`src/rtl/rob_redirect_ctrl_pkg.sv`:
```
// Shared types for the ROB redirect controller: address type and the recovery FSM state encoding.
package rob_redirect_ctrl_pkg;

    localparam int ADDR_WIDTH = 32;

    typedef logic [ADDR_WIDTH-1:0] addr_t;

    typedef enum logic [1:0] {
        IDLE     = 2'd0,
        FLUSH    = 2'd1,
        REDIRECT = 2'd2,
        RECOVER  = 2'd3
    } rob_redirect_state_t;

endpackage

```
`src/rtl/rob_redirect_ctrl_if.sv`:
```
// Signal bundle between the ROB retire side, the fetch/dispatch front end and the redirect controller.
interface rob_redirect_ctrl_if
    import rob_redirect_ctrl_pkg::*;
#(
    parameter int CNT_WIDTH = 16
);

    logic                 retire;
    logic                 retire_redirect_pc_valid;
    addr_t                retire_redirect_pc;
    logic                 flush;
    // fetch_redirect_valid/ready: a transfer happens on a clock edge where both are high;
    // once valid rises, it and fetch_redirect_pc hold steady until that edge.
    logic                 fetch_redirect_valid;
    logic                 fetch_redirect_ready;
    addr_t                fetch_redirect_pc;
    logic                 dispatch_stall;
    logic                 busy;
    logic [CNT_WIDTH-1:0] redirect_count;
    rob_redirect_state_t  state;

    modport master (
        input  retire,
        input  retire_redirect_pc_valid,
        input  retire_redirect_pc,
        input  fetch_redirect_ready,
        output flush,
        output fetch_redirect_valid,
        output fetch_redirect_pc,
        output dispatch_stall,
        output busy,
        output redirect_count,
        output state
    );

    modport slave (
        output retire,
        output retire_redirect_pc_valid,
        output retire_redirect_pc,
        output fetch_redirect_ready,
        input  flush,
        input  fetch_redirect_valid,
        input  fetch_redirect_pc,
        input  dispatch_stall,
        input  busy,
        input  redirect_count,
        input  state
    );

endinterface

```
`src/rtl/rob_redirect_ctrl_sat_counter.sv`:
```
// Up-counter that sticks at its all-ones maximum instead of wrapping.
module rob_redirect_ctrl_sat_counter #(
    parameter int WIDTH = 16
) (
    input  logic             clk,
    input  logic             rst_aL,
    input  logic             inc,
    output logic [WIDTH-1:0] count
);

    always_ff @(posedge clk or negedge rst_aL) begin
        if (!rst_aL) begin
            count <= '0;
        end else if (inc && (count != '1)) begin
            count <= count + WIDTH'(1);
        end
    end

endmodule

```
`src/rtl/rob_redirect_ctrl.sv`:
```
// Misprediction recovery sequencer: flush pulse, corrected PC to fetch, then a dispatch settle window.
module rob_redirect_ctrl
    import rob_redirect_ctrl_pkg::*;
#(
    parameter int RECOVER_CYCLES = 2,
    parameter int CNT_WIDTH      = 16
) (
    input logic                 clk,
    input logic                 rst_aL,
    rob_redirect_ctrl_if.master bus
);

    localparam int            RW       = $clog2(RECOVER_CYCLES + 1);
    localparam logic [RW-1:0] REC_INIT = RW'(RECOVER_CYCLES - 1);

    rob_redirect_state_t state;
    addr_t               pc_q;
    logic [RW-1:0]       rec_cnt;
    logic                accept;
    logic                unused_retire;

    // Retirement itself does not gate the redirect; the mispredict flag alone decides.
    assign unused_retire = bus.retire;

    // Requests outside IDLE refer to already-flushed instructions and are dropped.
    assign accept = (state == IDLE) && bus.retire_redirect_pc_valid;

    always_ff @(posedge clk or negedge rst_aL) begin
        if (!rst_aL) begin
            state   <= IDLE;
            pc_q    <= '0;
            rec_cnt <= '0;
        end else begin
            case (state)
                IDLE: begin
                    if (accept) begin
                        pc_q  <= bus.retire_redirect_pc;
                        state <= FLUSH;
                    end
                end
                FLUSH: begin
                    state <= REDIRECT;
                end
                REDIRECT: begin
                    if (bus.fetch_redirect_ready) begin
                        rec_cnt <= REC_INIT;
                        state   <= RECOVER;
                    end
                end
                RECOVER: begin
                    if (rec_cnt == '0) begin
                        state <= IDLE;
                    end else begin
                        rec_cnt <= rec_cnt - RW'(1);
                    end
                end
                default: begin
                    state <= IDLE;
                end
            endcase
        end
    end

    assign bus.flush                = (state == FLUSH);
    assign bus.fetch_redirect_valid = (state == REDIRECT);
    assign bus.fetch_redirect_pc    = pc_q;
    assign bus.busy                 = (state != IDLE);
    assign bus.state                = state;
    // The mispredicting cycle itself must not dispatch, hence the combinational term in IDLE.
    assign bus.dispatch_stall       = (state != IDLE) || bus.retire_redirect_pc_valid;

    rob_redirect_ctrl_sat_counter #(
        .WIDTH (CNT_WIDTH)
    ) u_redirect_count (
        .clk    (clk),
        .rst_aL (rst_aL),
        .inc    (accept),
        .count  (bus.redirect_count)
    );

endmodule

```
`src/flat_wrapper.sv`:
```
// flat-port wrapper written by rule: the top's interface ports become plain ports
module rob_redirect_ctrl_flat import rob_redirect_ctrl_pkg::*;
#(
    parameter int RECOVER_CYCLES = 2,
    parameter int CNT_WIDTH      = 16
)
  (clk, rst_aL, bus_retire, bus_retire_redirect_pc_valid, bus_retire_redirect_pc, bus_fetch_redirect_ready, bus_flush, bus_fetch_redirect_valid, bus_fetch_redirect_pc, bus_dispatch_stall, bus_busy, bus_redirect_count, bus_state);
  rob_redirect_ctrl_if #(.CNT_WIDTH(CNT_WIDTH)) bus_i ();
  input logic clk;
  input logic rst_aL;
  input wire logic [$bits(bus_i.retire)-1:0] bus_retire;
  input wire logic [$bits(bus_i.retire_redirect_pc_valid)-1:0] bus_retire_redirect_pc_valid;
  input wire logic [$bits(bus_i.retire_redirect_pc)-1:0] bus_retire_redirect_pc;
  input wire logic [$bits(bus_i.fetch_redirect_ready)-1:0] bus_fetch_redirect_ready;
  output wire logic [$bits(bus_i.flush)-1:0] bus_flush;
  output wire logic [$bits(bus_i.fetch_redirect_valid)-1:0] bus_fetch_redirect_valid;
  output wire logic [$bits(bus_i.fetch_redirect_pc)-1:0] bus_fetch_redirect_pc;
  output wire logic [$bits(bus_i.dispatch_stall)-1:0] bus_dispatch_stall;
  output wire logic [$bits(bus_i.busy)-1:0] bus_busy;
  output wire logic [$bits(bus_i.redirect_count)-1:0] bus_redirect_count;
  output wire logic [$bits(bus_i.state)-1:0] bus_state;
  assign bus_i.retire = bus_retire;
  assign bus_i.retire_redirect_pc_valid = bus_retire_redirect_pc_valid;
  assign bus_i.retire_redirect_pc = bus_retire_redirect_pc;
  assign bus_i.fetch_redirect_ready = bus_fetch_redirect_ready;
  assign bus_flush = bus_i.flush;
  assign bus_fetch_redirect_valid = bus_i.fetch_redirect_valid;
  assign bus_fetch_redirect_pc = bus_i.fetch_redirect_pc;
  assign bus_dispatch_stall = bus_i.dispatch_stall;
  assign bus_busy = bus_i.busy;
  assign bus_redirect_count = bus_i.redirect_count;
  assign bus_state = bus_i.state;
  rob_redirect_ctrl #(.RECOVER_CYCLES(RECOVER_CYCLES), .CNT_WIDTH(CNT_WIDTH)) u_core (.clk(clk), .rst_aL(rst_aL), .bus(bus_i));
endmodule
```
`config.mk`:
```
export PLATFORM = sky130hd
export DESIGN_NAME = rob_redirect_ctrl_flat
export DESIGN_NICKNAME = d
export VERILOG_FILES = /design/src/rtl/rob_redirect_ctrl_pkg.sv /design/src/rtl/rob_redirect_ctrl_if.sv /design/src/rtl/rob_redirect_ctrl_sat_counter.sv /design/src/rtl/rob_redirect_ctrl.sv /design/src/flat_wrapper.sv
export SDC_FILE = /design/constraint.sdc
export NUM_CORES = 1
export LEC_CHECK = 0
export ABC_AREA = 1
export CAP_MARGIN = 20
export CORE_MARGIN = 3
export CORE_UTILIZATION = 35
export CTS_BUF_LIST = sky130_fd_sc_hd__clkbuf_8
export CTS_CLUSTER_DIAMETER = 60
export CTS_CLUSTER_SIZE = 10
export DETAILED_ROUTE_END_ITERATION = 6
export PLACE_DENSITY_LB_ADDON = 0.08
export RECOVER_POWER = 25
export SYNTH_ARGS = -nofsm -noshare
export SYNTH_HDL_FRONTEND = slang
export SYNTH_SLANG_ARGS = --single-unit
```
`constraint.sdc`:
```
create_clock -name clk -period 4.75 [get_ports clk]
set_clock_uncertainty 0.2 [all_clocks]
set_input_delay 1.425 -clock clk [delete_from_list [all_inputs] [get_ports clk]]
set_output_delay 1.425 -clock clk [all_outputs]
set_load 0.02 [all_outputs]
```
==> Changelog: implementation <==
### Metrics

* Net count after synthesis at 359
* Average wire per standard cell at 12.14 um
* Number of standard cells in the layout, taps in and fillers out at 502
* Instance area after placement at 3522 sq um
* Setup TNS Final at 0 ps
* Kind of start point of the critical path: primary input
* Post-CTS setup-driven buffer insertion count at 0
* Number of buffers between clock root and the deepest sink at 2
* Warnings from Yosys at 0
* Cell area after technology mapping at 2539 sq um
* Cell leakage power at 0.001720 uW
* Count of mapped cells out of synthesis at 315
* Maximum clock frequency at 230.2 MHz
* I/O Buffers at 89
* Post-layout period usage at 0.9143
* Number of standard cells reported by yosys at 315
* Slack of the worst reg-to-reg path at 2640 ps
* Number of antenna cells inserted at 0
* Top cell by count, worst path: sky130_fd_sc_hd__clkdlybuf4s50_1
* Start point of the critical path: bus_retire_redirect_pc_valid
* Final std cell area, no fill at 3595 sq um
* Initial core utilization at 0.3676
* Category of the critical setup timing path: primary input to output port
* R2r worst-path depth at 9
* Wire length of the first global-routing pass at 10290 um
* Half-perimeter wire length of the detailed placement result at 4384 um
* Floorplan row count at 30
* Pin count of the biggest net entering global routing at 36
* Layout-stage area growth over the synthesis result at 41.60%
* Data required time at the worst endpoint at 3120 ps
* Vertical die dimension at 91.17 um
* Antenna Violating Nets Remaining at 0
* Net total in the final layout at 450
* Stage-log warning count at 31
* Share of layout cells above drive strength 1 at 0.07882
* Number of enable-type register cells in the synthesized netlist at 0
* Count of state elements after synthesis at 52
* Max-cap violations at 1
* Cell family with the largest share of critical-path delay: buffers and inverters
* Hold path start: u_core.bus.fetch_redirect_pc[19]
* Commonest cells in the synthesized netlist: sky130_fd_sc_hd__nand2_1 (157), sky130_fd_sc_hd__dfrtp_1 (52), sky130_fd_sc_hd__inv_1 (22)
* Setup slack of the critical path after layout at 406.9 ps
* WP depth at 3
* Clock edge transition at the registers on the reported setup and hold paths at 90 ps
* End-of-flow core utilization at 0.5205
* GPL Wtd Cong at 0.8031
* Count of hold buffers inserted by post-cts repair at 0
* Slowest Stage Delay on Critical Path at 540 ps
* Critical path cell sequence: clkdlybuf4s50_1, or2_2, clkdlybuf4s50_1
* Post-synthesis cell type count at 27
* Final routed wirelength across all metal layers at 6096 um
* Final-layout worst hold slack at 283.4 ps
* Horizontal die dimension at 91.17 um
* Post-place setup slack at 411.7 ps
* Crit path DAT at 2720 ps
* Period minus WS final at 4343 ps
* Total track usage at 0.1518
* PostCTS Resize Cnt at 0
* Placed insts at 495
* Number of buffers inserted during clock tree synthesis at 5
* Violated checks: capacitance limit, slew limit
* Most common cell in the netlist: sky130_fd_sc_hd__nand2_1
* Nature of the critical path endpoint: output port
* Worst-path cell with the longest stage delay: sky130_fd_sc_hd__clkdlybuf4s50_1
* Measured slew at the worst slew-check pin at 1951 ps
* First drt pass iteration count at 4
* Total number of vias at 2226
* Slew Limit Fails at 36
* Number of flip-flops in the largest register at 32
* Count of H-tree levels built during CTS at 2
* Reg-to-reg startpoint: u_core.bus.state[1]
* Total power consumption of the routed design at 1943 uW
* Worst slew slack as a fraction of its limit at -0.3009
* Vias in the first global route at 2175
* Critical path fanouts, max at 2
* Final hold viol count at 0
* Critical register-to-register path endpoint: u_core.u_redirect_count.count[13]
* Synthesized chip area reported by yosys at 2539 sq um
* Worst hold path endpoint: u_core.bus.fetch_redirect_pc[19]
* Fill cells at 692
* Final setup viols at 0
* Number of antenna violations at the first check in global routing at 0
* Most used flip-flop cell after synthesis: sky130_fd_sc_hd__dfrtp_1
* Core area at 6907 sq um
* Status: finished, violations left
* Count of unresolved DRC violations after routing at 0
* Synth area leaders: sky130_fd_sc_hd__dfrtp_1 (51%), sky130_fd_sc_hd__nand2_1 (23%), sky130_fd_sc_hd__ha_1 (3.4%)
* Type of the tightest min-delay check: register to register
* TritonCTS clock tree: built
* Latency at later pin at 310 ps
## cell type report
cell class                      instances  area, sq um  area share
Tap cell                               96        120.1     0.03341
Inverter                               24        90.09     0.02506
Clock inverter                          2        8.758    0.002436
Multi-Input combinational cell        232         1110      0.3087
Clock buffer                            5        68.82     0.01914
Sequential cell                        52         1301      0.3620
Timing Repair Buffer                   91        895.9      0.2492
## routing by layer
layer,vias up,track usage,part of all wire
li1,1149,-,-
met1,1021,0.1968,0.46
met2,49,0.2452,0.47
met3,7,0.04474,0.062
met4,0,0.04523,0.013
met5,-,0,0
## cell usage in the layout (no fill, tap or decap)
| cell type | Yosys | routed |
|---|---|---|
| sky130_fd_sc_hd__ha_1 | 7 | 7 |
| sky130_fd_sc_hd__nand3b_1 | 1 | 1 |
| sky130_fd_sc_hd__clkbuf_1 | 2 | 2 |
| sky130_fd_sc_hd__xor2_1 | 1 | 1 |
| sky130_fd_sc_hd__inv_2 | 2 | 2 |
| sky130_fd_sc_hd__or2_2 | 2 | 2 |
| sky130_fd_sc_hd__dfrtp_1 | 52 | 52 |
| sky130_fd_sc_hd__nand2_1 | 157 | 157 |
| sky130_fd_sc_hd__o211a_1 | 1 | 1 |
| sky130_fd_sc_hd__nor3_1 | 2 | 2 |
| sky130_fd_sc_hd__clkdlybuf4s50_1 | 0 | 88 |
| sky130_fd_sc_hd__buf_4 | 0 | 1 |
| sky130_fd_sc_hd__a21oi_1 | 2 | 2 |
| sky130_fd_sc_hd__xnor2_1 | 3 | 3 |
| sky130_fd_sc_hd__nor2_4 | 4 | 4 |
| sky130_fd_sc_hd__nand4_1 | 7 | 7 |
| sky130_fd_sc_hd__nand3_1 | 11 | 11 |
| sky130_fd_sc_hd__nand2_2 | 5 | 5 |
| sky130_fd_sc_hd__o21ai_2 | 4 | 4 |
| sky130_fd_sc_hd__nor2_1 | 14 | 14 |
| sky130_fd_sc_hd__nor2_2 | 4 | 4 |
| sky130_fd_sc_hd__o21ai_0 | 2 | 2 |
| sky130_fd_sc_hd__clkinv_2 | 0 | 1 |
| sky130_fd_sc_hd__o22ai_1 | 1 | 1 |
| sky130_fd_sc_hd__inv_1 | 22 | 23 |
| sky130_fd_sc_hd__nand2_4 | 3 | 3 |
| sky130_fd_sc_hd__nand3_2 | 1 | 1 |
| sky130_fd_sc_hd__clkbuf_8 | 0 | 5 |
## cells by family (layout without fill, tap and decap cells)
logic type | Yosys count | after routing | synth area share
AND/OR/NAND/NOR | 211 | 211 | 0.3608
flip-flops | 52 | 52 | 0.5126
buffers and inverters | 31 | 122 | 0.05027
AND-OR/OR-AND | 10 | 10 | 0.02809
adder cells (fa/ha/maj) | 7 | 7 | 0.03450
XOR/XNOR | 4 | 4 | 0.01380
## tightest hold or removal path, cell delays in order (launching register included)
cell	delay (ps)
sky130_fd_sc_hd__dfrtp_1	350
sky130_fd_sc_hd__nand2_1	50
sky130_fd_sc_hd__nand2_1	60
## report_power, final
part / internal [uW] / switching, uW / total (uW)
logic: 450 / 538 / 988
registers: 605 / 107 / 712
clock network: 98.6 / 144 / 243
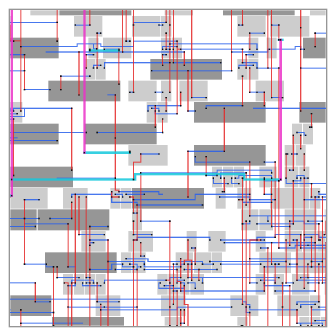
Figure 1: layout detail.
Window x 26 to 66, y 26 to 66 um. Cells in grey, sequential cells in the stronger grey; small squares are vias.
| layer | colour |
|---|---|
| metal 1 | blue |
| metal 4 | magenta |
| metal 3 | cyan |
| metal 2 | red |
cells with their middle in the window: 88
netlist names of flops here include: u_core.bus.fetch_redirect_pc (7), u_core.u_redirect_count.count (4)
sequential cells in the window: 12
most frequent: nand2_1 (32), dfrtp_1 (12), clkdlybuf4s50_1 (7)

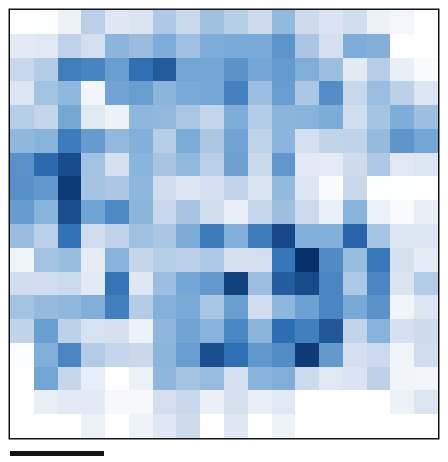
Figure 2: routed metal per tile.
Bar = 20 um. The die is cut into 18 by 18 equal tiles; white is low, dark blue is high, scaled to the fullest tile. Values are wire area over tile area, all layers added.
tiles over half the peak: 22%
mean over tiles: 0.12
fullest tile: 0.35
emptiest ninth of the die: bottom left
nearly empty tiles: 8.6%

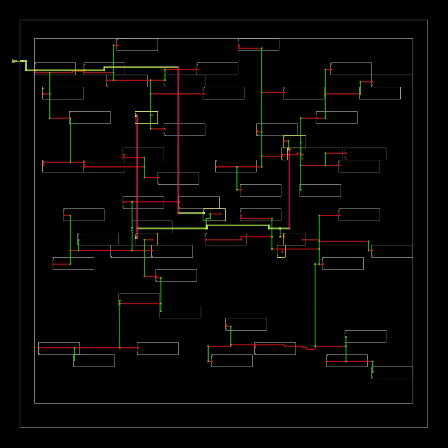
Figure 3: the clock network.
number of sequential cells in the layout: 52
power attributed to the clock group: 243 uW
number of clock buffer instances in the layout: 5
Clock Sinks: 52

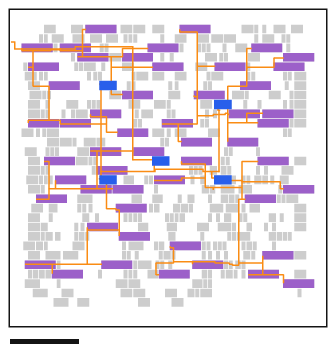
Figure 4: clock network drawn from the DEF.
Bar = 20 um.
[clock wires] orange | length: 720 um
[clock drivers] blue | count: 5
[flip-flops] purple | count: 52
flops lie: all over the die

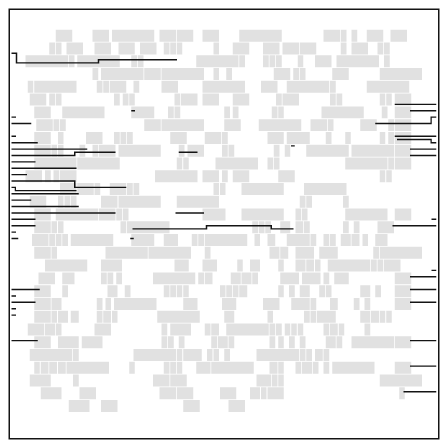
Figure 5: M3 wires.
Cells faint in the background.
nets with wire on the layer: 44
share of all routed wire: 6.2%

Power figures rest on the tool's default switching activity, not on a simulated workload.
